==> config.mk <==
export PLATFORM = sky130hd
export DESIGN_NAME = projectile_pool
export DESIGN_NICKNAME = d
export VERILOG_FILES = /design/src/rtl/projectile_pool.sv
export SDC_FILE = /design/constraint.sdc
export NUM_CORES = 1
export LEC_CHECK = 0
export CAP_MARGIN = 20
export CORE_ASPECT_RATIO = 0.8
export CORE_UTILIZATION = 50
export DETAILED_ROUTE_END_ITERATION = 16
export DONT_BUFFER_PORTS = 1
export HOLD_SLACK_MARGIN = 0.02
export PLACE_DENSITY = 0.63
export SKIP_CTS_REPAIR_TIMING = 1
export SLEW_MARGIN = 5
export SYNTH_ARGS = -nofsm -noshare
export SYNTH_HDL_FRONTEND = slang
export SYNTH_SLANG_ARGS = --single-unit
==> constraint.sdc <==
create_clock -name Clk -period 5.6 [get_ports Clk]
set_clock_uncertainty 0.05 [all_clocks]
set_input_delay 0.56 -clock Clk [delete_from_list [all_inputs] [get_ports Clk]]
set_output_delay 0.56 -clock Clk [all_outputs]
set_load 0.02 [all_outputs]
==> src/rtl/projectile_pool.sv <==
// projectile_pool: NUM_PROJ projectile slots with frame-stepped motion,
// off-screen retirement, target hit detection and shot arbitration.
// Build option: define PROJ_HIT_COUNT_EN to implement the saturating 8-bit
// hit_count register; when undefined, hit_count is tied to zero.
module projectile_pool #(
  parameter int NUM_PROJ        = 4,
  parameter int X_STEP          = 4,
  parameter int PROJ_SIZE       = 4,
  parameter int COOLDOWN_FRAMES = 8,
  parameter int SCREEN_W        = 640
) (
  input  logic                Clk,
  input  logic                Reset_n,
  input  logic                frame_clk,
  input  logic                fire,
  input  logic                dir,
  input  logic [9:0]          Shooter_X,
  input  logic [9:0]          Shooter_Y,
  input  logic [9:0]          Target_X,
  input  logic [9:0]          Target_Y,
  input  logic [9:0]          Target_X_Size,
  input  logic [9:0]          Target_Y_Size,
  input  logic [9:0]          DrawX,
  input  logic [9:0]          DrawY,
  output logic                is_proj,
  output logic                hit,
  output logic                fire_ack,
  output logic                fire_drop,
  output logic [NUM_PROJ-1:0] active_mask,
  output logic [7:0]          hit_count
);

  // All geometry is done in 11 bits so sums never wrap.
  localparam logic [10:0] STEP_W  = 11'(X_STEP);
  localparam logic [10:0] SIZE_W  = 11'(PROJ_SIZE);
  localparam logic [10:0] SCRN_W  = 11'(SCREEN_W);
  localparam logic [7:0]  CD_INIT = 8'(COOLDOWN_FRAMES);

  logic       frame_s1_reg, frame_s2_reg, frame_s2_d_reg, frame_tick_reg;
  logic       fire_d_reg, pending_reg;
  logic [7:0] cooldown_reg;
  logic       hit_reg, fire_ack_reg, fire_drop_reg;

  logic [NUM_PROJ-1:0] slot_hit, slot_retire, slot_pix, spawn_sel;
  logic                fire_rise, can_serve, any_free;
  logic [10:0]         tgt_x0, tgt_x1, tgt_y0, tgt_y1;
  logic [10:0]         draw_x, draw_y;

  assign tgt_x0 = {1'b0, Target_X};
  assign tgt_x1 = {1'b0, Target_X} + {1'b0, Target_X_Size};
  assign tgt_y0 = {1'b0, Target_Y};
  assign tgt_y1 = {1'b0, Target_Y} + {1'b0, Target_Y_Size};
  assign draw_x = {1'b0, DrawX};
  assign draw_y = {1'b0, DrawY};

  assign fire_rise = fire & ~fire_d_reg;
  assign can_serve = frame_tick_reg & pending_reg & (cooldown_reg == 8'd0);

  for (genvar gi = 0; gi < NUM_PROJ; gi++) begin : g_slot
    logic        active_reg, dir_reg;
    logic [9:0]  x_reg, y_reg;
    logic [10:0] x_cur, y_cur, x_mov;
    logic        off_edge, overlap;

    assign x_cur    = {1'b0, x_reg};
    assign y_cur    = {1'b0, y_reg};
    // Edge test uses the pre-move position so the shot retires in place.
    assign off_edge = dir_reg ? (x_cur < STEP_W) : (x_cur + STEP_W + SIZE_W > SCRN_W);
    assign x_mov    = dir_reg ? (x_cur - STEP_W) : (x_cur + STEP_W);
    assign overlap  = (x_mov + SIZE_W > tgt_x0) && (x_mov < tgt_x1) &&
                      (y_cur + SIZE_W > tgt_y0) && (y_cur < tgt_y1);

    assign slot_hit[gi]    = active_reg && !off_edge && overlap;
    assign slot_retire[gi] = active_reg && (off_edge || overlap);
    assign slot_pix[gi]    = active_reg &&
                             (draw_x >= x_cur) && (draw_x < x_cur + SIZE_W) &&
                             (draw_y >= y_cur) && (draw_y < y_cur + SIZE_W);
    assign active_mask[gi] = active_reg;

    // Slot state: spawn into a free slot, otherwise retire or step once per frame.
    always_ff @(posedge Clk or negedge Reset_n) begin
      if (!Reset_n) begin
        active_reg <= 1'b0;
        dir_reg    <= 1'b0;
        x_reg      <= 10'd0;
        y_reg      <= 10'd0;
      end else if (frame_tick_reg) begin
        if (spawn_sel[gi]) begin
          active_reg <= 1'b1;
          dir_reg    <= dir;
          x_reg      <= Shooter_X;
          y_reg      <= Shooter_Y;
        end else if (slot_retire[gi]) begin
          active_reg <= 1'b0;
        end else if (active_reg) begin
          x_reg <= x_mov[9:0];
        end
      end
    end
  end

  // Pick the lowest-index slot that was free before this tick.
  always_comb begin
    spawn_sel = '0;
    any_free  = 1'b0;
    for (int i = 0; i < NUM_PROJ; i++) begin
      if (!active_mask[i] && !any_free) begin
        spawn_sel[i] = can_serve;
        any_free     = 1'b1;
      end
    end
  end

  // Frame synchroniser, fire edge capture, shot arbitration and pulse outputs.
  always_ff @(posedge Clk or negedge Reset_n) begin
    if (!Reset_n) begin
      frame_s1_reg   <= 1'b0;
      frame_s2_reg   <= 1'b0;
      frame_s2_d_reg <= 1'b0;
      frame_tick_reg <= 1'b0;
      fire_d_reg     <= 1'b0;
      pending_reg    <= 1'b0;
      cooldown_reg   <= 8'd0;
      hit_reg        <= 1'b0;
      fire_ack_reg   <= 1'b0;
      fire_drop_reg  <= 1'b0;
    end else begin
      frame_s1_reg   <= frame_clk;
      frame_s2_reg   <= frame_s1_reg;
      frame_s2_d_reg <= frame_s2_reg;
      frame_tick_reg <= frame_s2_reg & ~frame_s2_d_reg;
      fire_d_reg     <= fire;
      hit_reg        <= 1'b0;
      fire_ack_reg   <= 1'b0;
      fire_drop_reg  <= 1'b0;
      if (frame_tick_reg) begin
        hit_reg <= |slot_hit;
        if (pending_reg && cooldown_reg == 8'd0) begin
          // A request arriving on the servicing tick waits for the next one.
          pending_reg <= fire_rise;
          if (any_free) begin
            fire_ack_reg <= 1'b1;
            cooldown_reg <= CD_INIT;
          end else begin
            fire_drop_reg <= 1'b1;
          end
        end else begin
          pending_reg <= pending_reg | fire_rise;
          if (cooldown_reg != 8'd0) cooldown_reg <= cooldown_reg - 8'd1;
        end
      end else begin
        pending_reg <= pending_reg | fire_rise;
      end
    end
  end

  assign is_proj   = |slot_pix;
  assign hit       = hit_reg;
  assign fire_ack  = fire_ack_reg;
  assign fire_drop = fire_drop_reg;

`ifdef PROJ_HIT_COUNT_EN
  logic [3:0] hit_num;
  logic [8:0] hit_count_sum;
  logic [7:0] hit_count_reg;

  // Number of slots that struck the target on this tick.
  always_comb begin
    hit_num = 4'd0;
    for (int i = 0; i < NUM_PROJ; i++) hit_num = hit_num + 4'(slot_hit[i]);
  end

  assign hit_count_sum = {1'b0, hit_count_reg} + 9'(hit_num);

  // Cumulative hit counter, saturating at 255.
  always_ff @(posedge Clk or negedge Reset_n) begin
    if (!Reset_n) begin
      hit_count_reg <= 8'd0;
    end else if (frame_tick_reg) begin
      hit_count_reg <= hit_count_sum[8] ? 8'hFF : hit_count_sum[7:0];
    end
  end

  assign hit_count = hit_count_reg;
`else
  assign hit_count = 8'd0;
`endif

endmodule

Fig. 1: pin map
Scale: 2 px per um. Pins as bars across the die edge, other pins in gray.
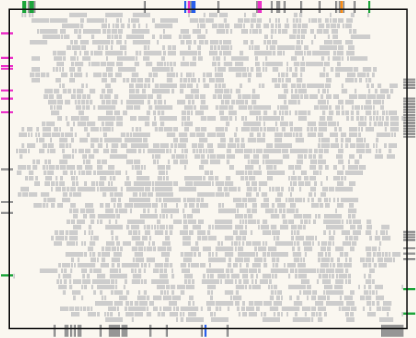
DrawX: drawn in magenta, pins 10, direction input, edge 7 left, 3 top. Clk: drawn in orange, pins 1, direction input, edge top. hit_count: drawn in green, pins 8, direction output, edge 5 top, 2 right, 1 left. active_mask: drawn in blue, pins 4, direction output, edge 3 top, 1 bottom.
All pins by edge: 34 bottom, 28 top, 28 right, 11 left.
Die H: 159 um
PortBufs: 0
width of the die: 198 um

Fig. 2: close-up of the layout
Region (124, 94) to (174, 144) um. Cells in gray, sequential cells in the stronger gray; small squares are vias.
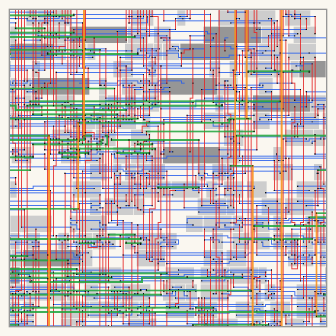
met2: drawn in red. met1: drawn in blue. met4: drawn in orange. met3: drawn in green.
178 logic cells have their middle in the window. Most frequent: ha_1 (32). Netlist names of flops here include g_slot.x_reg (8), g_slot.dir_reg (1). Sequential cells in the window: 9.

Fig. 3: clock nets
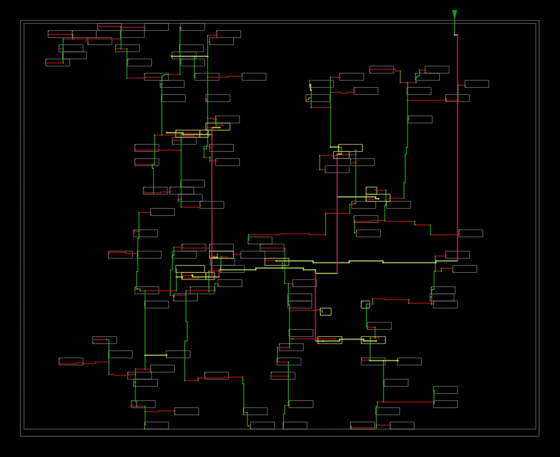
clk sinks: 105
Num CTS Buffers: 9
# clk buffers: 9

Fig. 4: met3 routing
Scale: 2 px per um.
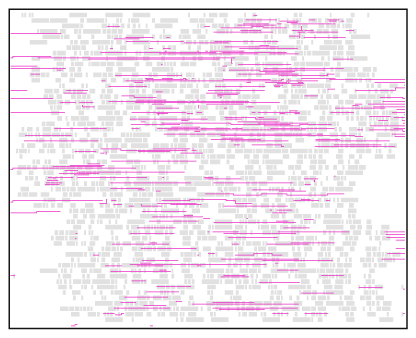
238 nets have wire on it. The wires run mostly horizontal. The layer holds 9.5% of the routed length. The layer carries 4900 um of wire.
met3 usage in global routing: 6.14%
final WL: 51.7 mm
vias: 14400

Fig. 5: met4 routing
Scale: 2 px per um. Supply wires on this layer in gray.
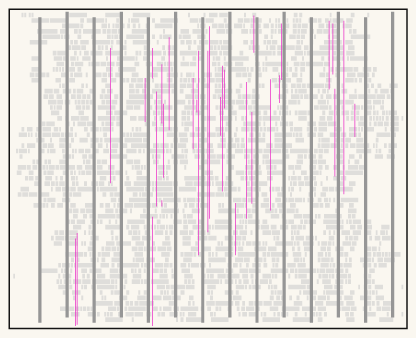
The wires run mostly vertical. The layer holds 2.6% of the routed length. 25 nets have wire on it. The layer carries 1320 um of wire. The longest straight run is 102 um.

==> flow_summary.toml <==
# yosys + openroad results
[sta]
fmax_mhz = 204
slew_headroom_pct = 25.7
fin_crit_sh_pct = 87.6
grt_setup_unrepaired = "no"
fin_setup_tns_ps = 0
finalSetupViolations = 0
holdWs_ps = 79.2
slew_viol_final = 0
finalHoldViolCount = 0
layout_min_cycle_time_ps = 4900

[drt]
vias_per_cell = 6.33
drc = 0
drt_iter0_drc = 1464

[cts]
cts_tree = "built"
cts_max_level = 3
cts-root-buf = "clkbuf_16"
insertion_delay_ps = 380
clk_pin_slew_ps = 90

[global_route]
grt.met1_usage_pct = 51.3
busiest_layer = "met1"
grt_max_degree = 106
grt_antenna_before_repair = 0
overflow = 0
grt_pass1_wl_mm = 79.9
grtUsageTotal_pct = 33.2
grt_pass1_vias = 13800
met2_usage_pct = 46.1

[yosys]
synthArstFlopShare_pct = 100
ff_type = "dfrtp_1"
yosys.area.top_type = "ha_1"
yosys.cell_types.count = 85
synth_warnings = 0
most_common_cell = "ha_1"
netlist_area_um2 = 15400
edf_count = 0
synth_cells = 1884
topCellsByArea = "ha_1 28%, dfrtp_1 17%, xnor2_1 5.2%"
ys_seq_share_pct = 17.1
common_cells = "345 x ha_1, 183 x inv_1, 159 x o21ai_0, 126 x a21oi_1, 125 x nand2_1"
yosysCellCount = 1884
ys_area_um2 = 15400
ys_seq_elements = 105

[critical_path]
critical_path.max_fanout = 14
crit_path_frequent_cell = "mux2i_1"
critPathRequiredTime_ps = 5850
crit_type = "flop to flop"
crit_path_max_incr_delay_ps = 640
crit_path_start_kind = "flop"
slowest_stage = "dfrtp_1"
critical_path.top_delay_family = "simple AND/OR/NAND/NOR gates"
critPathBufInv = 0
critical_path.cell_chain = "ha_1 -> mux2i_1 -> xnor2_1 -> nand3_1 -> nor2_1 -> nand3_1 -> xnor2_1 -> ha_1 -> nand2_1 -> nor2_1 -> a32o_1 -> o21ai_0 -> mux2i_1 -> nor4bb_1 -> nand2b_1 -> or3_1 -> mux2i_1"

[cells_and_area]
nets = 2292
flop_area_um2 = 2630
lay_top_cells = "345 x ha_1, 183 x inv_1, 159 x o21ai_0"
syn2layout_area_growth_pct = 4.81
final.fill_count = 2906
drive_above_1_share_pct = 3.65
mostFrequentLayoutCell = "ha_1"
finalInstanceArea_um2 = 16100
diodes = 0
logic_area_um2 = 11800
layout.cells.non_filler = 2278
finalCoreUtilization_pct = 53.2

[run]
maxCapViolations = 0
warnings = 48

[status]
status = "finished, final reports clean"

[power_and_ir_drop]
p_per_area_nw_per_um2 = 523
switching_power_mw = 4.50
comb_power_share_pct = 74.0
p_leak_nw = 7.64
p_total_mw = 8.43
p_clk_share_pct = 8.7
netSwitchingFraction_pct = 53.3
p_int_mw = 3.93
power_frac_seq_pct = 17.3

[place]
gp_congestion = 0.951
post-place-ws_ps = 584
dp_hpwl_mm = 41.5
place_area_um2 = 15800

[floorplan]
chip_area_um2 = 31500
rows = 57
initCoreUtil_pct = 50.8
coreArea_um2 = 30300

[worst_hold_path]
hold_path_class = "input port to asynchronous set/reset pin"
[area by class of cell]
class,count,share of cell area (%)
clock inverters,7,0.590
inverters,189,4.40
multi-input cells,1537,73.2
clock buffers,9,1.40
well taps,413,3.20
repair buffers,18,0.962
flip-flops and latches,105,16.3
[path summary, 6_finish.rpt]
path | startpoint | endpoint | slack, ps | cells past startpoint
hold reg to reg | frame_s1_reg$_DFF_PN0_ | frame_s2_reg$_DFF_PN0_ | 320 | 0
setup / recovery | g_slot[1].x_reg[2]$_DFFE_PN0P_ | g_slot[1].x_reg[3]$_DFFE_PN0P_ | 700 | 17
max in group asynchronous | Reset_n | g_slot[1].x_reg[2]$_DFFE_PN0P_ | 4980 | 1
setup reg to reg | g_slot[1].x_reg[2]$_DFFE_PN0P_ | g_slot[1].x_reg[3]$_DFFE_PN0P_ | 700 | 17
hold / removal | Reset_n | g_slot[0].x_reg[1]$_DFFE_PN0P_ | 80 | 1
min in group Clk | frame_clk | frame_s1_reg$_DFF_PN0_ | 150 | 0
[cell families (layout without fill, tap and decap cells)]
family	after synthesis	in the layout	share of synthesized area (%)
xor+xnor	117	117	6.66
simple gates	504	504	17.1
compound gates	518	518	21.4
mux	43	43	2.86
fa+ha+maj	347	347	28.3
flops	105	105	17.1
buf+inv	249	223	6.53
other cells	1	8	0.0244
[metal layers]
layer	share of wire (%)	vias to the layer above
li1	-	6809
met1	48	6940
met2	40	603
met3	9.5	65
met4	2.6	0
met5	0	-
[power by group through the flow]
stage,Combinational (mW),Sequential (mW),Clock [mW]
2_1_floorplan,4.80,1.17,0
3_3_place_gp,5.83,1.45,0
3_5_place_dp,6.05,1.45,0
4_1_cts,6.08,1.44,0.733
5_1_grt,7.01,1.50,0.756
6_report,6.24,1.46,0.734
